--- config.mk ---
export PLATFORM = sky130hd
export DESIGN_NAME = game_timer_bcd
export DESIGN_NICKNAME = d
export VERILOG_FILES = /design/src/rtl/game_timer_pkg.sv /design/src/rtl/bcd_digit_counter.sv /design/src/rtl/game_timer_bcd.sv
export SDC_FILE = /design/constraint.sdc
export NUM_CORES = 1
export LEC_CHECK = 0
export CORE_MARGIN = 10
export CORE_UTILIZATION = 33
export DETAILED_ROUTE_END_ITERATION = 10
export SLEW_MARGIN = 20
export SYNTH_ARGS = -nofsm -noshare
export SYNTH_HDL_FRONTEND = slang
export SYNTH_HIERARCHICAL = 1
export SYNTH_SLANG_ARGS = --single-unit
--- constraint.sdc ---
create_clock -name clk -period 3.7 [get_ports clk]
set_input_delay 0.74 -clock clk [delete_from_list [all_inputs] [get_ports clk]]
set_output_delay 0.74 -clock clk [all_outputs]
set_load 0.01 [all_outputs]
--- src/rtl/game_timer_pkg.sv ---
// ---------------------------------------------------------------------------
// game_timer_pkg
//   Shared constants and helpers for the BCD game clock.
//   DIGIT_W       width of one BCD digit
//   DIGIT_MAX     largest value of a decimal digit (seconds units, minutes)
//   SEC_TENS_MAX  largest value of the seconds-tens digit
//   bcd_clamp     saturate a raw nibble to a digit's legal maximum
//   bcd_lt        magnitude compare of two BCD times (zero-extended to
//                 BCD_MAX_W; packed BCD orders the same as plain binary)
// ---------------------------------------------------------------------------
package game_timer_pkg;

    localparam int         DIGIT_W      = 4;
    localparam logic [3:0] DIGIT_MAX    = 4'd9;
    localparam logic [3:0] SEC_TENS_MAX = 4'd5;

    // Widest time value: four minute digits plus two second digits.
    localparam int         BCD_MAX_W    = 24;

    function automatic logic [3:0] bcd_clamp(input logic [3:0] digit,
                                             input logic [3:0] max_digit);
        return (digit > max_digit) ? max_digit : digit;
    endfunction

    function automatic logic bcd_lt(input logic [BCD_MAX_W-1:0] a,
                                    input logic [BCD_MAX_W-1:0] b);
        return a < b;
    endfunction

endpackage

--- src/rtl/bcd_digit_counter.sv ---
// ---------------------------------------------------------------------------
// bcd_digit_counter
//   One up/down BCD digit of the game clock, counting 0..MAX.
//   clk, resetn  system clock, synchronous active-low reset
//   clear        synchronous clear to zero
//   load         load load_digit (already clamped by the parent)
//   load_digit   preload value
//   step         a second tick is being applied to the whole time value
//   down         1: count down, 0: count up
//   cin          carry (up) / borrow (down) from the lower digit
//   q            current digit value
//   cout         carry out at MAX (up) or borrow out at 0 (down)
// ---------------------------------------------------------------------------
module bcd_digit_counter
    import game_timer_pkg::*;
#(
    parameter logic [3:0] MAX = DIGIT_MAX
) (
    input  logic               clk,
    input  logic               resetn,
    input  logic               clear,
    input  logic               load,
    input  logic [DIGIT_W-1:0] load_digit,
    input  logic               step,
    input  logic               down,
    input  logic               cin,
    output logic [DIGIT_W-1:0] q,
    output logic               cout
);

    // Combinational ripple so the whole carry/borrow chain settles within
    // one cycle; q itself is registered, so there is no loop.
    assign cout = cin && (down ? (q == '0) : (q == MAX));

    always_ff @(posedge clk) begin
        if (!resetn) begin
            q <= '0;
        end else if (clear) begin
            q <= '0;
        end else if (load) begin
            q <= load_digit;
        end else if (step && cin) begin
            if (down) begin
                q <= (q == '0) ? MAX : q - 4'd1;
            end else begin
                q <= (q == MAX) ? '0 : q + 4'd1;
            end
        end
    end

endmodule

--- src/rtl/game_timer_bcd.sv ---
// ---------------------------------------------------------------------------
// game_timer_bcd
//   Parametrised BCD game clock (M..M:SS) with a 1 Hz prescaler, up/down
//   counting, pause, preload, saturate/wrap, expiry and overflow flags.
//
//   Parameters
//     TICK_DIV    clk cycles per one-second tick (>= 2)
//     MIN_DIGITS  number of BCD minute digits (1..4), W = 4*(MIN_DIGITS+2)
//     SAT         1: hold at max on up-overflow, 0: wrap to zero
//
//   Ports
//     clk, resetn  system clock, synchronous active-low reset
//     run          1: count, 0: pause (time and prescaler held)
//     mode_down    0: count up, 1: count down
//     clear        synchronous clear of time, prescaler and flags
//     load         one-cycle strobe, time_value <= clamped load_value
//     load_value   BCD preload {minute digits, sec tens, sec units}
//     time_value   current BCD time
//     sec_tick     one-cycle pulse in the cycle time_value steps
//     expired      sticky, a down-count reached zero
//     overflow     sticky, an up-count passed the maximum
//
//   Optional feature, macro BEST_TIME_EN:
//     capture      strobe to record time_value if it beats best_time
//     best_time    best (smallest) captured time, kept until resetn
//     best_valid   best_time holds a captured value
// ---------------------------------------------------------------------------
module game_timer_bcd
    import game_timer_pkg::*;
#(
    parameter int TICK_DIV   = 50_000_000,
    parameter int MIN_DIGITS = 2,
    parameter int SAT        = 1
) (
    input  logic                        clk,
    input  logic                        resetn,
    input  logic                        run,
    input  logic                        mode_down,
    input  logic                        clear,
    input  logic                        load,
    input  logic [4*(MIN_DIGITS+2)-1:0] load_value,
`ifdef BEST_TIME_EN
    input  logic                        capture,
    output logic [4*(MIN_DIGITS+2)-1:0] best_time,
    output logic                        best_valid,
`endif
    output logic [4*(MIN_DIGITS+2)-1:0] time_value,
    output logic                        sec_tick,
    output logic                        expired,
    output logic                        overflow
);

    localparam int NDIG = MIN_DIGITS + 2;
    localparam int W    = DIGIT_W * NDIG;
    localparam int PW   = $clog2(TICK_DIV);
    localparam logic [PW-1:0] TICK_LAST = PW'(TICK_DIV - 1);

    logic [PW-1:0] prescaler;
    logic          tick_now;
    logic          at_limit;
    logic          step;
    logic          is_one;

    // clear and load both override a terminal prescaler, so the tick is lost.
    assign tick_now = run && (prescaler == TICK_LAST) && !clear && !load;

    // at_limit is the carry out of the top digit: all-max when counting up,
    // all-zero when counting down. The value freezes at zero going down and
    // at max going up when saturating; wrapping lets the chain roll to zero.
    assign at_limit = g_digit[NDIG-1].cout_w;
    assign step     = tick_now && !(at_limit && (mode_down || (SAT != 0)));
    assign is_one   = (time_value == W'(1));

    for (genvar i = 0; i < NDIG; i++) begin : g_digit
        // Digit 1 is the seconds-tens digit; everything else is decimal.
        localparam logic [3:0] DMAX = (i == 1) ? SEC_TENS_MAX : DIGIT_MAX;

        logic               cin_w;
        logic               cout_w;
        logic [DIGIT_W-1:0] q_w;

        if (i == 0) begin : g_lsd
            assign cin_w = 1'b1;
        end else begin : g_chain
            assign cin_w = g_digit[i-1].cout_w;
        end

        bcd_digit_counter #(
            .MAX(DMAX)
        ) u_digit (
            .clk        (clk),
            .resetn     (resetn),
            .clear      (clear),
            .load       (load),
            .load_digit (bcd_clamp(load_value[DIGIT_W*i +: DIGIT_W], DMAX)),
            .step       (step),
            .down       (mode_down),
            .cin        (cin_w),
            .q          (q_w),
            .cout       (cout_w)
        );

        assign time_value[DIGIT_W*i +: DIGIT_W] = q_w;
    end

    // Prescaler only advances while running, so a pause keeps the partial
    // second. Flags are sticky until clear, load or reset.
    always_ff @(posedge clk) begin
        if (!resetn) begin
            prescaler <= '0;
            sec_tick  <= 1'b0;
            expired   <= 1'b0;
            overflow  <= 1'b0;
        end else if (clear || load) begin
            prescaler <= '0;
            sec_tick  <= 1'b0;
            expired   <= 1'b0;
            overflow  <= 1'b0;
        end else begin
            sec_tick <= tick_now;
            if (run) begin
                prescaler <= (prescaler == TICK_LAST) ? '0 : prescaler + 1'b1;
            end
            // A down step from exactly one second is the step that lands on zero.
            if (tick_now && mode_down && is_one) begin
                expired <= 1'b1;
            end
            if (tick_now && !mode_down && at_limit) begin
                overflow <= 1'b1;
            end
        end
    end

`ifdef BEST_TIME_EN
    // Capture compares the pre-edge time, so a capture coinciding with a
    // tick records the value before the step. clear/load do not touch it.
    always_ff @(posedge clk) begin
        if (!resetn) begin
            best_time  <= '0;
            best_valid <= 1'b0;
        end else if (capture &&
                     (!best_valid ||
                      bcd_lt(BCD_MAX_W'(time_value), BCD_MAX_W'(best_time)))) begin
            best_time  <= time_value;
            best_valid <= 1'b1;
        end
    end
`endif

endmodule

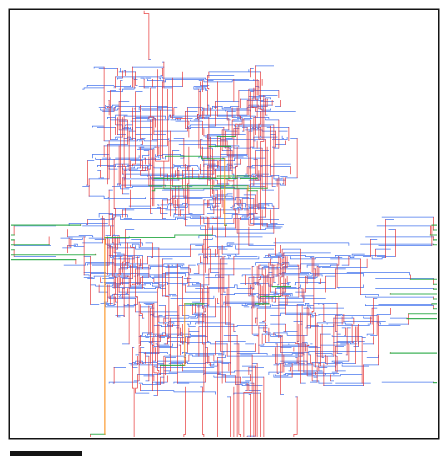
Figure 1: run 1, metal layers overlaid.
Bar = 20 um.
Key: orange = metal 4 [wire length 91.1 um]; red = metal 2 [wire length 3510 um]; green = metal 3 [wire length 319 um]; blue = metal 1 [wire length 4280 um]
GRT Resource Usage Total: 11.4%
average wire per standard cell: 15.0 um
WL final: 8200 um

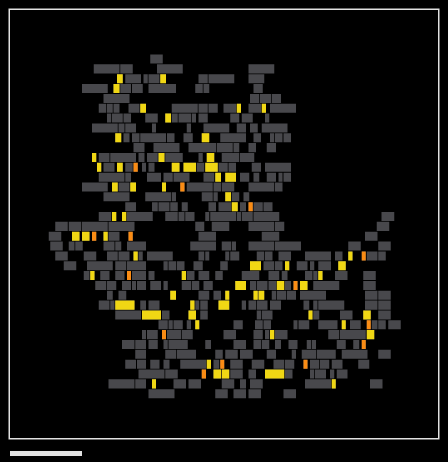
Figure 2: run 1, logic cells by family.
Bar = 20 um.
Key: orange = inverters [cells 14]; yellow = NOR gates [cells 61]
Comb area share: 55.4%
Top cell excl fill/tap: dfxtp_1
Layout Cells excl Fill: 546

==> reports/results.txt, run 1 <==
run status -> complete, no violations
Avg Cell Area, Syn -> 8.26 um2
Post-CTS Setup Repair Bufs -> 0
sequential power share -> 52.3%
Max rail drop VDD -> 0.193 mV
Max-cap violations -> 0
Worst-path clk slew -> 0.10 ns
Gate power share -> 14.1%
Synth async-reset ratio -> 0%
Max Slew Vio Count -> 0
Synth top cells by count -> 45 x dfxtp_1, 35 x nand2_1, 24 x nor2_1
Area Growth Syn to Fin -> 17.5%
Worst Skew -> 0.00982 ns
Final Critical Period -> 3.38 ns
DRT Pass-1 Iters -> 4
Crit. Startpoint -> mode_down
Inst Count DP -> 538
share of layout cells above drive strength 1 -> 10.1%
CTS max path bufs -> 2
Initial Util -> 34.2%
Crit Path Max Fanout -> 14
sequential fraction of the synthesis area -> 28.3%
ys cells -> 386
largest net degree at the start of global routing -> 37
Flops after synth -> 45
first-pass GRT wire length -> 14000 um
cell taking the most area after synthesis -> dfxtp_1
P_int -> 0.703 mW
IO Pins -> 41
Main synth FF type -> dfxtp_1
Crit. End Element -> flip-flop
clock latency on the worst-skew pair -> 0.30 ns
cts hold-fix bufs -> 0
nets@finish -> 439
Hold/Removal Path Class -> reg2reg
power per standard cell area -> 262 mW/mm2
leakage -> 1.14 nW
post-DP HPWL -> 5790 um
top cells, area -> dfxtp_1 28%, xnor2_1 4.4%, nand2_1 4.1%
switching pwr -> 0.276 mW
number of cell rows -> 35
synthesized cell area -> 0.00319 mm2
Mapped Cells -> 386
OpenROAD warnings -> 26
setup_tns -> 0 ns
full die area -> 0.0140 mm2
Fin. Hold Viols -> 0
routability cong. -> 0.801
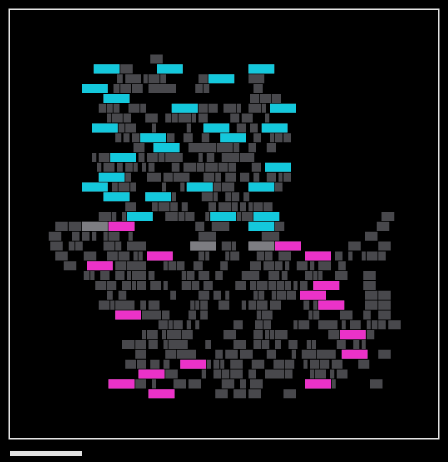
Figure 3: run 1, sequential cells colored by netlist name.
Bar = 20 um. Other sequential cells in the stronger gray, the rest of the logic in the fainter gray.
Key: cyan = prescaler [sequential cells 26]; magenta = g_digit.u_digit/q [sequential cells 16]
Another 3 sequential cells are not colored.

## run 1: logic make-up after synthesis
family / count (synthesis)
AOI/OAI and AO/OA: 100
xor gates and xnor gates: 20
adders and majority gates: 1
buffers and inverters: 42
DFF: 45
muxes: 7
other: 2
and+or+nand+nor: 169
## run 1: power groups by stage
stage	sequential, mW	combinational (mW)	clock, mW
final	0.512	0.138	0.329
after CTS	0.512	0.138	0.339
after global routing	0.515	0.152	0.366
after floorplan	0.513	0.0920	0
after global placement	0.523	0.136	0
after detailed placement	0.523	0.138	0
## run 1: placed cells by master, fill, tap and decap left out, types with 4 or more instances in the layout
cell	count
dfxtp_1	45
clkdlybuf4s50_1	40
nand2_1	35
nor2_1	24
a21oi_1	19
nand2b_1	17
xnor2_1	16
nor3_1	15
inv_1	14
a211oi_1	12
o31ai_1	11
o21ai_0	10
nor2b_1	8
nand4_1	8
buf_4	8
mux2i_1	7
nand3_1	6
a311oi_1	6
a2111oi_2	6
and3_1	5
nor4_1	5
or4_1	5
or3_1	5
a31oi_1	5
clkbuf_8	5
conb_1	5
xor2_1	4
o22ai_1	4
a2bb2oi_1	4
## run 1: stage by stage
stage	utilization, %	cell area (um2)	hold slack, ns	total power [mW]	worst slack [ns]
finish	40.1	3740	0.492	0.979	0.322
floorplan	-	3200	0.450	0.606	0.694
global placement	39.1	3650	0.477	0.659	0.137
CTS	40.1	3740	0.488	0.990	0.338
detailed placement	39.1	3650	0.475	0.661	0.0301
global route	40.1	3740	0.511	1.03	0.0720
## run 1: layer usage
| metal | GRT usage [%] | vias to the layer above | routed length [um] | share of wire, % |
|---|---|---|---|---|
| met5 | 0 | - | 0 | 0 |
| met4 | 3.63 | 0 | 91 | 1.1 |
| met3 | 2.24 | 8 | 319 | 3.9 |
| met2 | 16.4 | 55 | 3510 | 43 |
| met1 | 16.5 | 1348 | 4280 | 52 |
| li1 | - | 1502 | - | - |
## run 1: path summary, 6_finish.rpt
path	end	slack [ns]	depth (start not counted)
setup / recovery	g_digit[3].u_digit/q[1]	0.32	12
hold / removal	expired	0.49	2
setup reg to reg	g_digit[0].u_digit/q[1]	0.62	10
hold reg to reg	expired	0.49	2
## run 1: flip-flops by register name (all words and copies together) (netlist names)
register,count
prescaler,26
expired,1
overflow,1
sec_tick,1
g_digit.u_digit/q,16
## run 1: worst max-delay path, cell delays in order
cell             delay (ns)
clkdlybuf4s50_1        0.53
buf_4                  0.23
nand2b_4               0.09
nor2_1                 0.09
a21oi_1                0.05
nor4b_1                0.39
and3_1                 0.29
and3_1                 0.17
and3b_1                0.32
nand2_1                0.26
a2111oi_0              0.11
o31a_1                 0.30
## run 1: cell type report
| class | count | area [um2] |
|---|---|---|
| Inverter | 14 | 52.6 |
| Clock inverter | 3 | 25.0 |
| Multi-Input combinational cell | 302 | 2070 |
| Clock buffer | 5 | 68.8 |
| Tap cell | 129 | 161 |
| Fill cell | 959 | 5580 |
| Timing Repair Buffer | 48 | 460 |
| Sequential cell | 45 | 901 |
## Run 2: what changed since run 1
--- a/config.mk
+++ b/config.mk
@@ -5,6 +5,7 @@
 export SDC_FILE = /design/constraint.sdc
 export NUM_CORES = 1
 export LEC_CHECK = 0
+export CAP_MARGIN = 10
 export CORE_MARGIN = 10
 export CORE_UTILIZATION = 33
 export DETAILED_ROUTE_END_ITERATION = 10
==> reports/results.txt, run 2 <==
run status -> complete, no violations
GRT Resource Usage Total -> 11.4%
leakage -> 1.14 nW
cell taking the most area after synthesis -> dfxtp_1
Avg Cell Area, Syn -> 8.26 um2
CP cell instances -> clkdlybuf4s50_1 > buf_4 > nand2b_4 > nor2_1 > a21oi_1 > nor4b_1 > and3_1 > and3_1 > and3b_1 > nand2_1 > a2111oi_0 > o31a_1
Fin. Hold Viols -> 0
reg2reg path depth -> 10
Mapped Cells -> 386
sequential power share -> 52.3%
Worst path most repeated cell -> and3_1
largest net degree at the start of global routing -> 37
WL final -> 8200 um
Worst Skew -> 0.00982 ns
synthesized cell area -> 0.00319 mm2
Hold WS -> 0.492 ns
Largest Register -> prescaler
sequential fraction of the synthesis area -> 28.3%
Synth async-reset ratio -> 0%
P_int -> 0.703 mW
share of layout cells above drive strength 1 -> 10.1%
-- run 2: cell type report --
cell class                      instances  share of cell area, %
Multi-Input combinational cell        302                   55.4
Clock inverter                          3                  0.668
Sequential cell                        45                   24.1
Timing Repair Buffer                   48                   12.3
Tap cell                              129                   4.31
Clock buffer                            5                   1.84
Inverter                               14                   1.40
-- run 2: path summary, 6_finish.rpt --
path / from / slack (ns) / endpoint
worst max-delay path: mode_down / 0.32 / g_digit[3].u_digit/q[1]
worst min-delay path: expired / 0.49 / expired
worst max register to register: g_digit[0].u_digit/q[0] / 0.62 / g_digit[0].u_digit/q[1]
worst min register to register: expired / 0.49 / expired
-- run 2: power by group through the flow --
stage	Combinational [mW]	Sequential [mW]	Clock [mW]
3_3_place_gp	0.136	0.523	0
3_5_place_dp	0.138	0.523	0
2_1_floorplan	0.0920	0.513	0
5_1_grt	0.152	0.515	0.366
4_1_cts	0.138	0.512	0.339
6_report	0.138	0.512	0.329
-- run 2: kinds of logic (layout without fill, tap and decap cells) --
group,Yosys count,in the layout,share of synthesized area (%)
xor gates and xnor gates,20,20,5.50
muxes,7,7,2.20
and+or+nand+nor,169,169,32.8
adders and majority gates,1,1,0.393
buffers and inverters,42,70,6.99
other,2,5,0.236
AOI/OAI and AO/OA,100,100,23.6
DFF,45,45,28.3
-- run 2: metal layers --
metal	vias up	wire [um]	GRT usage, %
li1	1502	-	-
met5	-	0	0
met2	55	3510	16.4
met1	1348	4280	16.5
met3	8	319	2.24
met4	0	91	3.63
-- run 2: critical path, delay by kind of cell --
kind | cells | cell delay (ns)
AOI/OAI and AO/OA | 3 | 0.46
buffers and inverters | 2 | 0.76
and+or+nand+nor | 7 | 1.61
-- run 2: metrics by stage --
step                      worst slack [ns]  cells  instance area [um2]  utilization [%]
final                                0.322    546                 3740             40.1
after global placement               0.137    538                 3650             39.1
after global routing                0.0720    546                 3740             40.1
after detailed placement            0.0301    538                 3650             39.1
after floorplan                      0.694    389                 3200                -
after CTS                            0.338    546                 3740             40.1
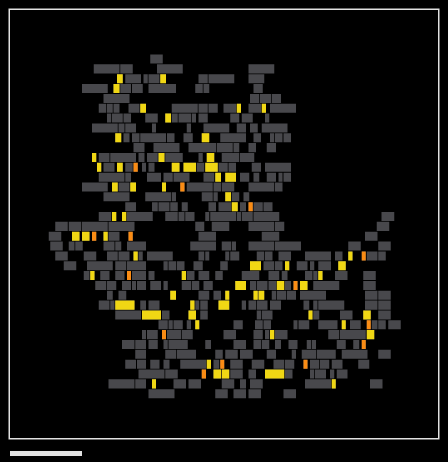
Figure 4: run 2, logic cells by family.
Bar = 20 um.
Key: yellow = NOR gates [cells 61]; orange = inverters [cells 14]

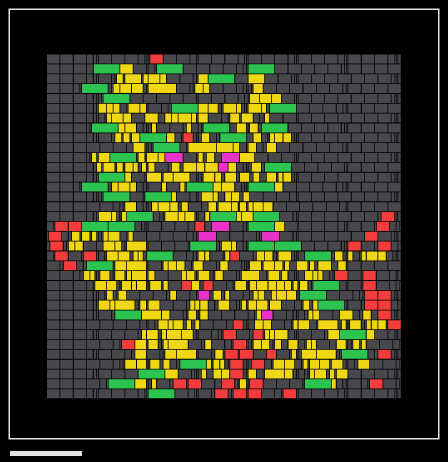
Figure 5: run 2, placement by cell class.
Bar = 20 um. Fill, decap, tap and diode cells in gray.
Key: red = other buffers and delay cells [cells 48]; yellow = combinational and other logic [cells 316]; magenta = clock drivers and dummy loads [cells 8]; green = flops [cells 45]
flop share of the area: 24.1%
utilization after layout: 40.1%
number of cell rows: 35
Core Footprint: 0.00933 mm2
Finished Cell Area: 0.00374 mm2

## Run 3: what changed since run 2
--- a/config.mk
+++ b/config.mk
@@ -12,5 +12,4 @@
 export SLEW_MARGIN = 20
 export SYNTH_ARGS = -nofsm -noshare
 export SYNTH_HDL_FRONTEND = slang
-export SYNTH_HIERARCHICAL = 1
 export SYNTH_SLANG_ARGS = --single-unit
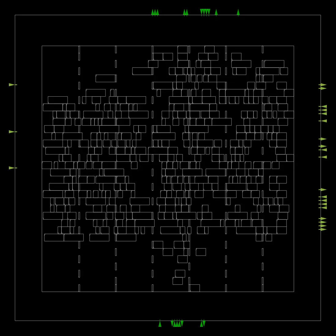
Figure 6: run 3, placed standard cells.
utilization after layout: 40.6%
n_taps: 108
Layout Cells excl Fill: 518
number of cell rows: 34
flop share of the area: 25.3%

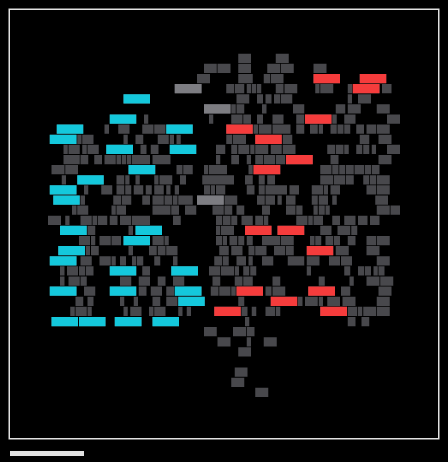
Figure 7: run 3, sequential cells colored by netlist name.
Bar = 20 um. Other sequential cells in the stronger gray, the rest of the logic in the fainter gray.
Key: cyan = prescaler [sequential cells 26]; red = g_digit.u_digit.q [sequential cells 16]

==> reports/results.txt, run 3 <==
Synth top cells by count -> 50 x nor2_1, 45 x dfxtp_1, 26 x nand2_1
OpenROAD warnings -> 26
Worst-path clk slew -> 0.09 ns
largest net degree at the start of global routing -> 26
full die area -> 0.0132 mm2
CTS max path bufs -> 2
Hold/Removal Path Class -> reg2reg
Mapped Cells -> 380
r2r setup slk -> 1.25 ns
Fin. Hold Viols -> 0
run status -> complete, no violations
CP cell instances -> clkdlybuf4s50_1 > nor2b_1 > a22oi_1 > or4_1 > and4_1 > o311a_1
Final Critical Period -> 3.13 ns
Hold Path End -> overflow
routability cong. -> 0.793
Layout fillers -> 891
sequential fraction of the synthesis area -> 30.3%
cts hold-fix bufs -> 0
Initial Util -> 34.0%
Core Footprint -> 0.00876 mm2
Top cell excl fill/tap -> nor2_1
leakage -> 1.19 nW
Crit Path Max Fanout -> 16
run 3: cell count changes in the layout (fill, tap and decap cells not counted), sizes merged, moves of 7 or more:
cell,before,now
a2111oi,9,0
a211oi,13,2
a21oi,19,8
nand2,35,26
nand2b,18,11
nand3,7,16
nor2,24,50
o21ai,10,22
o31ai,11,1
xor2,4,20
run 3: power breakdown:
group | switching, mW | internal [mW] | total (mW)
Combinational | 0.0696 | 0.0713 | 0.141
Sequential | 0.0172 | 0.490 | 0.507
Clock | 0.180 | 0.155 | 0.335
run 3: logic make-up (layout without fill, tap and decap cells):
| family | after synthesis | count (layout) | share of synthesized area, % |
|---|---|---|---|
| AOI/OAI and AO/OA | 66 | 66 | 15.2 |
| xor gates and xnor gates | 31 | 31 | 9.12 |
| adders and majority gates | 1 | 1 | 0.420 |
| buffers and inverters | 35 | 65 | 5.04 |
| DFF | 45 | 45 | 30.3 |
| muxes | 13 | 13 | 4.41 |
| and+or+nand+nor | 189 | 189 | 35.6 |
run 3: worst max path at each step:
stage,from,to,slack (ns),cells past startpoint
after floorplan,mode_down,g_digit[2].u_digit.q[0],1.26,7
after global placement,mode_down,g_digit[2].u_digit.q[0],0.36,6
after detailed placement,mode_down,g_digit[2].u_digit.q[0],0.26,6
after CTS,mode_down,g_digit[2].u_digit.q[0],0.59,6
after global routing,mode_down,g_digit[2].u_digit.q[0],0.40,6
final,mode_down,g_digit[2].u_digit.q[0],0.57,6
run 3: stage by stage:
stage | instances | total power, mW | utilization [%] | setup WS, ns | cell area (um2)
6_report | 518 | 0.983 | 40.6 | 0.567 | 3560
5_1_grt | 518 | 1.03 | 40.6 | 0.400 | 3560
4_1_cts | 518 | 0.997 | 40.6 | 0.595 | 3560
3_5_place_dp | 510 | 0.659 | 39.4 | 0.260 | 3460
3_3_place_gp | 510 | 0.657 | 39.4 | 0.357 | 3460
2_1_floorplan | 380 | 0.600 | - | 1.26 | 2980
run 3: cell type report:
| cell class | count | area (um2) | share of cell area [%] |
|---|---|---|---|
| Timing Repair Buffer | 48 | 460 | 12.9 |
| Clock inverter | 2 | 17.5 | 0.493 |
| Clock buffer | 6 | 82.6 | 2.32 |
| Multi-Input combinational cell | 300 | 1930 | 54.2 |
| Sequential cell | 45 | 901 | 25.3 |
| Inverter | 9 | 33.8 | 0.950 |
| Tap cell | 108 | 135 | 3.80 |
run 3: per-layer routing:
metal,track usage [%],vias to the layer above,share of wire [%],routed length (um)
met5,0,-,0,0
met3,2.97,8,5.4,411
li1,-,1423,-,-
met4,3.05,0,0.82,63
met2,19.7,43,48,3720
met1,14.0,1341,45,3480
run 3: worst register-to-register path: stages, from the launching register on:
cell and delay [ns]:
dfxtp_1 0.47, nor3_1 0.34, a22oi_1 0.21, or4_1 0.75, and4_1 0.28, o311a_1 0.31
Power is estimated from default activity; no workload was simulated.
